### config.mk
export PLATFORM = sky130hd
export DESIGN_NAME = multicycle_control_flat
export DESIGN_NICKNAME = d
export VERILOG_FILES = /design/src/rtl/multicycle_control_if.sv /design/src/rtl/multicycle_control.sv /design/src/flat_wrapper.sv
export SDC_FILE = /design/constraint.sdc
export NUM_CORES = 1
export LEC_CHECK = 0
export CELL_PAD_IN_SITES_DETAIL_PLACEMENT = 1
export CELL_PAD_IN_SITES_GLOBAL_PLACEMENT = 2
export CORE_MARGIN = 2
export CORE_UTILIZATION = 30
export DETAILED_ROUTE_END_ITERATION = 8
export PLACE_DENSITY_LB_ADDON = 0.2
export REMOVE_ABC_BUFFERS = 1
export SLEW_MARGIN = 20
export SYNTH_ARGS = -nofsm -noshare
export SYNTH_HDL_FRONTEND = slang
export SYNTH_SLANG_ARGS = --single-unit
### constraint.sdc
create_clock -name clk -period 1.92 [get_ports clk]
set_input_delay 0.192 -clock clk [delete_from_list [all_inputs] [get_ports clk]]
set_output_delay 0.192 -clock clk [all_outputs]
set_load 0.01 [all_outputs]
### src/rtl/multicycle_control_if.sv
// Instruction, memory handshake and datapath control bundle for multicycle_control.
interface multicycle_control_if;
  logic       newInstruction;
  logic [5:0] opcode;
  logic       mem_ready;
  logic       _RegWrite;
  logic       _MemRead;
  logic       _MemWrite;
  logic       _MemToReg;
  logic       _RegDst;
  logic       _ALUSrc;
  logic [1:0] _ALUOp;
  logic       busy;
  logic       done;
  logic       err;

  modport master (
    output newInstruction, opcode, mem_ready,
    input  _RegWrite, _MemRead, _MemWrite, _MemToReg, _RegDst, _ALUSrc, _ALUOp,
    input  busy, done, err
  );

  modport slave (
    input  newInstruction, opcode, mem_ready,
    output _RegWrite, _MemRead, _MemWrite, _MemToReg, _RegDst, _ALUSrc, _ALUOp,
    output busy, done, err
  );
endinterface

### src/rtl/multicycle_control.sv
// Multicycle instruction sequencer: decodes one latched opcode, walks it through
// execute / memory / write-back, and aborts on illegal opcodes or memory timeouts.
//
// state    | meaning
// ---------+----------------------------------------------
// S_IDLE   | waiting for newInstruction
// S_DECODE | legality check of latched opcode
// S_EXEC   | ALU cycle, route by instruction class
// S_MEM_RD | load in progress, waiting for mem_ready
// S_MEM_WR | store in progress, waiting for mem_ready
// S_WB     | register write-back
// S_DONE   | completion pulse
// S_ERR    | abort pulse
module multicycle_control #(
  parameter int MAX_WAIT = 15,
  parameter bit ADDI_EN  = 1'b1
) (
  input logic                 clk,
  input logic                 rst,
  multicycle_control_if.slave bus
);

  typedef enum logic [2:0] {
    S_IDLE, S_DECODE, S_EXEC, S_MEM_RD, S_MEM_WR, S_WB, S_DONE, S_ERR
  } state_t;

  localparam logic [5:0] OP_R    = 6'd0;
  localparam logic [5:0] OP_ADDI = 6'd8;
  localparam logic [5:0] OP_LW   = 6'd35;
  localparam logic [5:0] OP_SW   = 6'd43;
  localparam logic [7:0] WAIT_LAST = 8'(MAX_WAIT - 1);

  state_t     state, state_nxt;
  logic [5:0] opcode_q;
  logic [7:0] wait_cnt, wait_nxt;
  logic       is_r, is_addi, is_lw, is_sw, legal;

  assign is_r    = (opcode_q == OP_R);
  assign is_addi = (opcode_q == OP_ADDI);
  assign is_lw   = (opcode_q == OP_LW);
  assign is_sw   = (opcode_q == OP_SW);
  assign legal   = is_r | is_lw | is_sw | (is_addi & ADDI_EN);

  always_ff @(posedge clk) begin
    if (rst) begin
      state    <= S_IDLE;
      opcode_q <= 6'd0;
      wait_cnt <= 8'd0;
    end else begin
      state    <= state_nxt;
      wait_cnt <= wait_nxt;
      if (state == S_IDLE && bus.newInstruction)
        opcode_q <= bus.opcode;
    end
  end

  always_comb begin
    state_nxt = state;
    wait_nxt  = wait_cnt;
    case (state)
      S_IDLE:   if (bus.newInstruction) state_nxt = S_DECODE;
      S_DECODE: state_nxt = legal ? S_EXEC : S_ERR;
      S_EXEC: begin
        wait_nxt = 8'd0;
        if (is_lw)      state_nxt = S_MEM_RD;
        else if (is_sw) state_nxt = S_MEM_WR;
        else            state_nxt = S_WB;
      end
      S_MEM_RD, S_MEM_WR: begin
        // mem_ready wins over a timeout landing on the same edge
        if (bus.mem_ready)
          state_nxt = (state == S_MEM_RD) ? S_WB : S_DONE;
        else if (wait_cnt == WAIT_LAST)
          state_nxt = S_ERR;
        else if (wait_cnt != 8'hFF)
          wait_nxt = wait_cnt + 8'd1;
      end
      S_WB:    state_nxt = S_DONE;
      S_DONE:  state_nxt = S_IDLE;
      S_ERR:   state_nxt = S_IDLE;
      default: state_nxt = S_IDLE;
    endcase
  end

  logic sel_active;
  assign sel_active = (state != S_IDLE) && (state != S_ERR);

  always_comb begin
    bus.busy      = (state != S_IDLE);
    bus.done      = (state == S_DONE);
    bus.err       = (state == S_ERR);
    bus._RegWrite = (state == S_WB);
    bus._MemRead  = (state == S_MEM_RD);
    bus._MemWrite = (state == S_MEM_WR);
    bus._MemToReg = 1'b0;
    bus._RegDst   = 1'b0;
    bus._ALUSrc   = 1'b0;
    bus._ALUOp    = 2'b00;
    if (sel_active) begin
      bus._MemToReg = is_lw;
      bus._RegDst   = is_r;
      bus._ALUSrc   = is_lw | is_sw | is_addi;
      bus._ALUOp    = is_r ? 2'b10 : 2'b00;
    end
  end

endmodule
### src/flat_wrapper.sv
// flat-port wrapper written by rule: the top's interface ports become plain ports
module multicycle_control_flat 
#(
  parameter int MAX_WAIT = 15,
  parameter bit ADDI_EN  = 1'b1
)
  (clk, rst, bus_newInstruction, bus_opcode, bus_mem_ready, bus__RegWrite, bus__MemRead, bus__MemWrite, bus__MemToReg, bus__RegDst, bus__ALUSrc, bus__ALUOp, bus_busy, bus_done, bus_err);
  multicycle_control_if bus_i ();
  input logic clk;
  input logic rst;
  input wire logic [$bits(bus_i.newInstruction)-1:0] bus_newInstruction;
  input wire logic [$bits(bus_i.opcode)-1:0] bus_opcode;
  input wire logic [$bits(bus_i.mem_ready)-1:0] bus_mem_ready;
  output wire logic [$bits(bus_i._RegWrite)-1:0] bus__RegWrite;
  output wire logic [$bits(bus_i._MemRead)-1:0] bus__MemRead;
  output wire logic [$bits(bus_i._MemWrite)-1:0] bus__MemWrite;
  output wire logic [$bits(bus_i._MemToReg)-1:0] bus__MemToReg;
  output wire logic [$bits(bus_i._RegDst)-1:0] bus__RegDst;
  output wire logic [$bits(bus_i._ALUSrc)-1:0] bus__ALUSrc;
  output wire logic [$bits(bus_i._ALUOp)-1:0] bus__ALUOp;
  output wire logic [$bits(bus_i.busy)-1:0] bus_busy;
  output wire logic [$bits(bus_i.done)-1:0] bus_done;
  output wire logic [$bits(bus_i.err)-1:0] bus_err;
  assign bus_i.newInstruction = bus_newInstruction;
  assign bus_i.opcode = bus_opcode;
  assign bus_i.mem_ready = bus_mem_ready;
  assign bus__RegWrite = bus_i._RegWrite;
  assign bus__MemRead = bus_i._MemRead;
  assign bus__MemWrite = bus_i._MemWrite;
  assign bus__MemToReg = bus_i._MemToReg;
  assign bus__RegDst = bus_i._RegDst;
  assign bus__ALUSrc = bus_i._ALUSrc;
  assign bus__ALUOp = bus_i._ALUOp;
  assign bus_busy = bus_i.busy;
  assign bus_done = bus_i.done;
  assign bus_err = bus_i.err;
  multicycle_control #(.MAX_WAIT(MAX_WAIT), .ADDI_EN(ADDI_EN)) u_core (.clk(clk), .rst(rst), .bus(bus_i));
endmodule
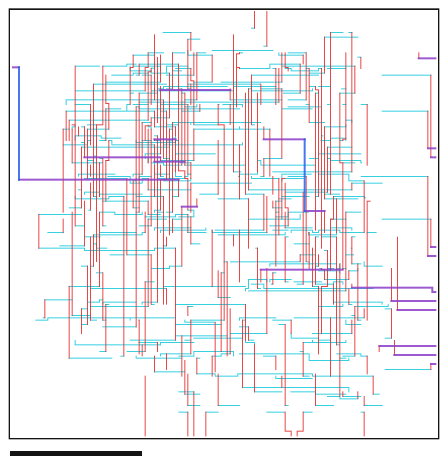
Fig. 1. Metal layers overlaid (run 1).
Scale bar: 20 um.
blue -> met4  # wire length 27.9 um
cyan -> met1  # wire length 1,490 um
red -> met2  # wire length 1,720 um
purple -> met3  # wire length 126 um
total track usage: 17.5%
Avg WL per Cell: 15.8 um
overall routed net length: 3.36 mm
routed via count: 1,146

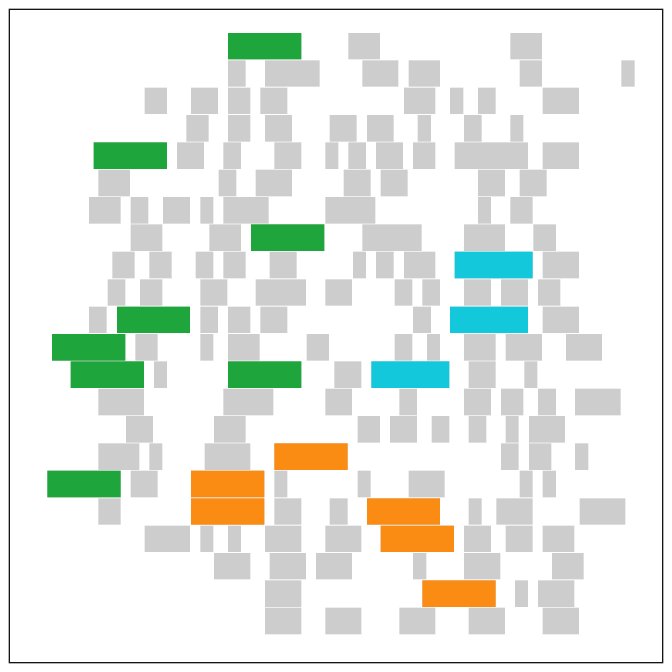
Fig. 2. Where the registers sit (run 1).
Other cells in gray.
cyan -> u_core.state  # sequential cells 3
green -> u_core.wait_cnt  # sequential cells 8, where middle left
orange -> u_core.opcode_q  # sequential cells 6, where bottom center
Seq. pwr: 512 uW
register share of the cell area: 22.9%
Register Area: 344 um2
utilization after layout: 41.6%

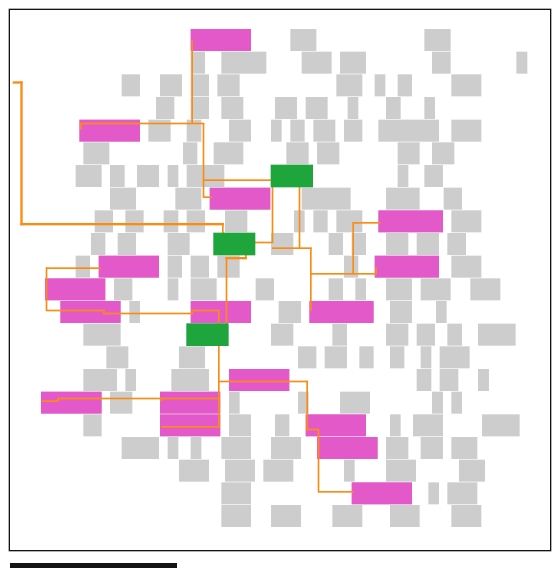
Fig. 3. Routed clock nets over the placement (run 1).
Scale bar: 20 um.
green -> cells driving clock nets  # count 3
magenta -> flip-flops  # count 17
orange -> clock wires  # length 264 um
routed clock nets = 4
clock share of power: 16.5%
clk ins delay skew pair: 250 ps

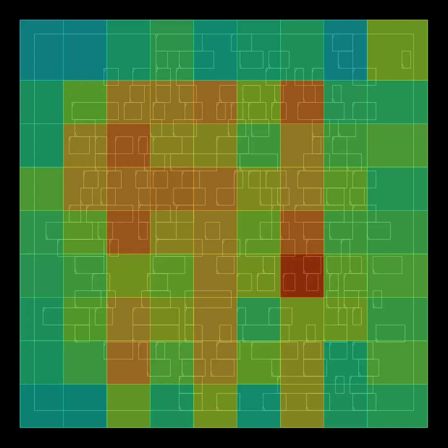
Fig. 4. Routing congestion map (run 1).
M2 GR Usage: 30.5%
met3 usage: 2.43%
gr busiest metal: met2
GR Layer Usage met1: 22.2%

## run 1: Yosys cell counts (2+ instances only)
master / count / area (um2)
nor3_1: 7 / 35.0
a21o_1: 2 / 15.0
ha_1: 2 / 25.0
nor2_1: 12 / 45.0
nand4_1: 3 / 18.8
a31oi_1: 5 / 31.3
nand2_1: 4 / 15.0
buf_2: 3 / 15.0
a41oi_1: 4 / 35.0
inv_1: 7 / 26.3
mux2i_1: 6 / 60.1
and3_1: 7 / 43.8
nor3b_1: 2 / 15.0
o21ai_0: 7 / 35.0
and2_1: 2 / 12.5
a21oi_1: 5 / 25.0
o21a_1: 3 / 22.5
nand3_1: 5 / 25.0
nor2b_1: 3 / 18.8
clkbuf_1: 2 / 7.51
buf_4: 2 / 15.0
a22oi_1: 2 / 15.0
dfxtp_1: 17 / 340
==> flow_summary.toml, run 1 <==
# flow metrics
[timing]
finalCritPeriodShare_pct = 96.9
final_max_slew_viol_count = 0
hold_violations = 0
finalSetupTns_ps = 0
finalClockSkew_ps = 1.08
setup_ws_ps = 58.9
setup_viol = 0
worst_pin_slew_ps = 507
fmax_mhz = 537
relSlewSlack_pct = 65.8
holdWs_ps = 551
min_period_ps = 1860
rsz0062_at_grt = "no"

[worst_hold_path]
hp-class = "flip-flop to flip-flop"
hold_path_end = "u_core.opcode_q[2]$_SDFFE_PP0P_"
holdPathStages = 2
hp-start = "u_core.opcode_q[2]$_SDFFE_PP0P_"

[routing]
first_iter_violations = 53
route.detailed.drc = 0
via_per_inst = 5.41
met2_length_mm = 1.72
drtPass1Iterations = 4
top_layer = "met4"
dr_wl_met3_um = 126
antenna_left = 0
drt-met1-wl_mm = 1.48

[setup_path]
crit_path_start = "u_core.state[2]$_SDFFE_PP0P_"
cp.required_ps = 1730
path_buffers = 2
crit_fanout = 8
cp-start-kind = "flip-flop"
worstSetupEndpointType = "primary output"
worst-r2r-cell-count = 5
crit_family = "buffers and inverters"
r2r_setup_slack_ps = 140
cp-endpoint = "bus__RegWrite"
r2r_start = "u_core.state[1]$_SDFFE_PP0P_"
r2r_end = "u_core.wait_cnt[7]$_SDFFE_PP0P_"
path_cells = "buf_4, nor2b_2, and2_1, clkdlybuf4s50_1"
crit_path_top_delay_cell = "clkdlybuf4s50_1"
crit_arrival_ps = 1670
cp.depth = 4
critical_path_class = "flip-flop to primary output"
max_stage_delay_ps = 540

[synthesis]
ys_area_um2 = 1110
ys_sh_aoi_pct = 26.9
ys_seq_share_pct = 30.7
yosysWarnings = 0
yosysCellCount = 134
ys_ff = 17
synth-xor-area-share_pct = 0
syn_avg_cell_area_um2 = 8.27
yosys.cell_types.count = 45
ys.flop_type = "dfxtp_1"
async_flop_share_pct = 0
enable_flop_cells = 0
adder_share_pct = 2.26
mux_share_pct = 6.43
syn_area_um2 = 1110
yosys.area_share.simple_pct = 27.7
synthCells = 134
ys_top_logic_family = "simple AND/OR/NAND/NOR gates"

[outcome]
run_status = "finished, final reports clean"

[cts]
numCtsBuffers = 3
root_buffer = "clkbuf_8"
htree_levels = 1
post-cts-setup-buffer-count = 0
cts.sinks = 17
cts_hold_buf = 0
cts_resized = 6
cts_tree = "built"
clock_path_buffers = 2
clkTransAtPathRegs_ps = 70

[power]
power_density_nw_per_um2 = 1140
p_sw_uw = 694
p_comb_share_pct = 53.5
comb_power_uw = 915
pwr-share-seq_pct = 30.0
power-top-group = "combinational cells"
powerClk_uw = 282
finalPower_uw = 1710
vdd_drop_max_v = 0.000379
cellInternalPower_uw = 1010
p_leak_uw = 0.000638
swShare_pct = 40.6

[finish]
comb-cell-share_pct = 48.3
fillers = 438
nonClkBufAreaFrac_pct = 19.8
final_nets = 177
regMostFlops = "u_core.wait_cnt"
buffers_excl_clock = 33
mi_logic_area_um2 = 724
clkbuf_count = 3
largest_reg_flops = 8
flops = 17
top_area_cell_class = "multi-input combinational cells"
clk_share_pct = 3.25
drive_gt1_share_pct = 20.7
n_all_inverters = 7
final_cell_mix = "14 x clkdlybuf4s50_1, 14 x buf_4, 14 x dfxtp_1, 12 x nor2_1"
diodes = 0
area_delta_synth_final_pct = 35.3
fin_cells = 212
reg.largest.list = "u_core.wait_cnt x8, u_core.opcode_q x6, u_core.state x3"
nMultiInputCombCells = 103
fin_area_um2 = 1500

[grt]
grt_pass1_wl_mm = 5.79
antenna_found_initial = 0
first_global_vias = 1162
grt_max_degree = 12
gr-total-overflow = 0

[die]
nWellTaps = 48
initial_core_util_pct = 30.7
rows = 22
die_area_um2 = 4200
die_h_um = 64.8
core_area_um2 = 3610
die_width_um = 64.8
io_pins = 21

[placement]
dp_slack_ps = 134
hpwl_mm = 2.72
port_buffers = 19
dp_cells = 208
place_area_um2 = 1430
gp_congestion = 0.814

[job]
cap_violations = 0
warnings = 26
==> run 1 -> run 2 <==
- HOLD_SLACK_MARGIN: default -> 0.15
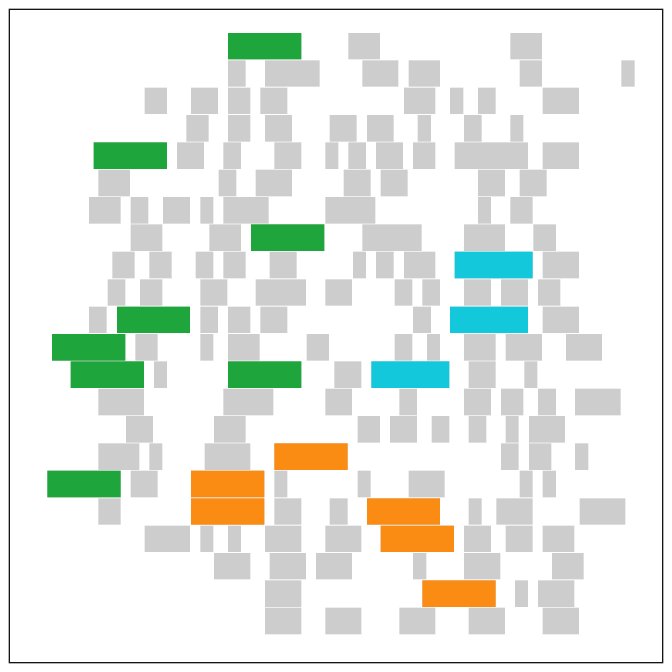
Fig. 5. Where the registers sit (run 2).
Other cells in gray.

==> flow_summary.toml, run 2 <==
# flow metrics
[finish]
diodes = 0
clk_share_pct = 3.25
final_cell_mix = "14 x clkdlybuf4s50_1, 14 x buf_4, 14 x dfxtp_1, 12 x nor2_1"
fin_area_um2 = 1500
ff_latch_area_um2 = 344
nMultiInputCombCells = 103
area_delta_synth_final_pct = 35.3
largest_reg_flops = 8
drive_gt1_share_pct = 20.7
clkbuf_count = 3
comb-cell-share_pct = 48.3
buffers_excl_clock = 33
seq_area_share_pct = 22.9
n_all_inverters = 7

[timing]
rsz0062_at_grt = "no"
min_period_ps = 1860
holdWs_ps = 551
finalClockSkew_ps = 1.08
hold_violations = 0

[power]
cellInternalPower_uw = 1010
pwr-share-clk_pct = 16.5
comb_power_uw = 915
finalPower_uw = 1710
p_leak_uw = 0.000638
p_comb_share_pct = 53.5

[routing]
met2_length_mm = 1.72
drtPass1Iterations = 4
first_iter_violations = 53
drt-met1-wl_mm = 1.48
via_count = 1146

[synthesis]
syn_area_um2 = 1110
syn_avg_cell_area_um2 = 8.27
enable_flop_cells = 0
top_cells_by_count = "17 x dfxtp_1, 12 x nor2_1"
top_cell = "dfxtp_1"
ys.flop_type = "dfxtp_1"
yosysCellCount = 134

[cts]
cts.sinks = 17
clock_path_buffers = 2
root_buffer = "clkbuf_8"
cts_resized = 6

[die]
die_width_um = 64.8
nWellTaps = 48
die_h_um = 64.8

[setup_path]
worstSetupEndpointType = "primary output"
worst-r2r-cell-count = 5
path_cells = "buf_4, nor2b_2, and2_1, clkdlybuf4s50_1"
cp-endpoint = "bus__RegWrite"
r2r_setup_slack_ps = 140
r2r_start = "u_core.state[1]$_SDFFE_PP0P_"
cp.required_ps = 1730
cp-start-kind = "flip-flop"
crit_path_start = "u_core.state[2]$_SDFFE_PP0P_"
r2r_end = "u_core.wait_cnt[7]$_SDFFE_PP0P_"
max_stage_delay_ps = 540

[outcome]
run_status = "finished, final reports clean"

[grt]
grt_util_met1_pct = 22.2
gr-usage-met2_pct = 30.5
grt_pass1_wl_mm = 5.79
grt_max_degree = 12

[worst_hold_path]
holdPathStages = 2

[placement]
gp_congestion = 0.814
run 2: cell counts in the layout (fill, tap and decap cells not counted):
Identical to the previous run, type by type.
run 2: cells by family after synthesis:
group                      Yosys count  synth area share, %
buffers and inverters               14                 5.76
adders and majority gates            2                 2.26
other                                1                0.338
muxes                                7                 6.43
and+or+nand+nor                     52                 27.7
AOI/OAI and AO/OA                   41                 26.9
DFF                                 17                 30.7
run 2: metrics by stage:
step           worst slack, ps  utilization (%)  instances
2_1_floorplan              347                -        127
3_3_place_gp               174             39.6        208
3_5_place_dp               134             39.6        208
4_1_cts                   12.4             41.0        212
5_1_grt                   9.86             41.6        212
6_report                  58.9             41.6        212
run 2: worst max-delay path, delay by kind of cell, from the launching register on:
kind / cells / cell delay [ps]
flops: 1 / 400
buf+inv: 2 / 690
simple gates: 2 / 330
Power and IR drop assume default switching activity.
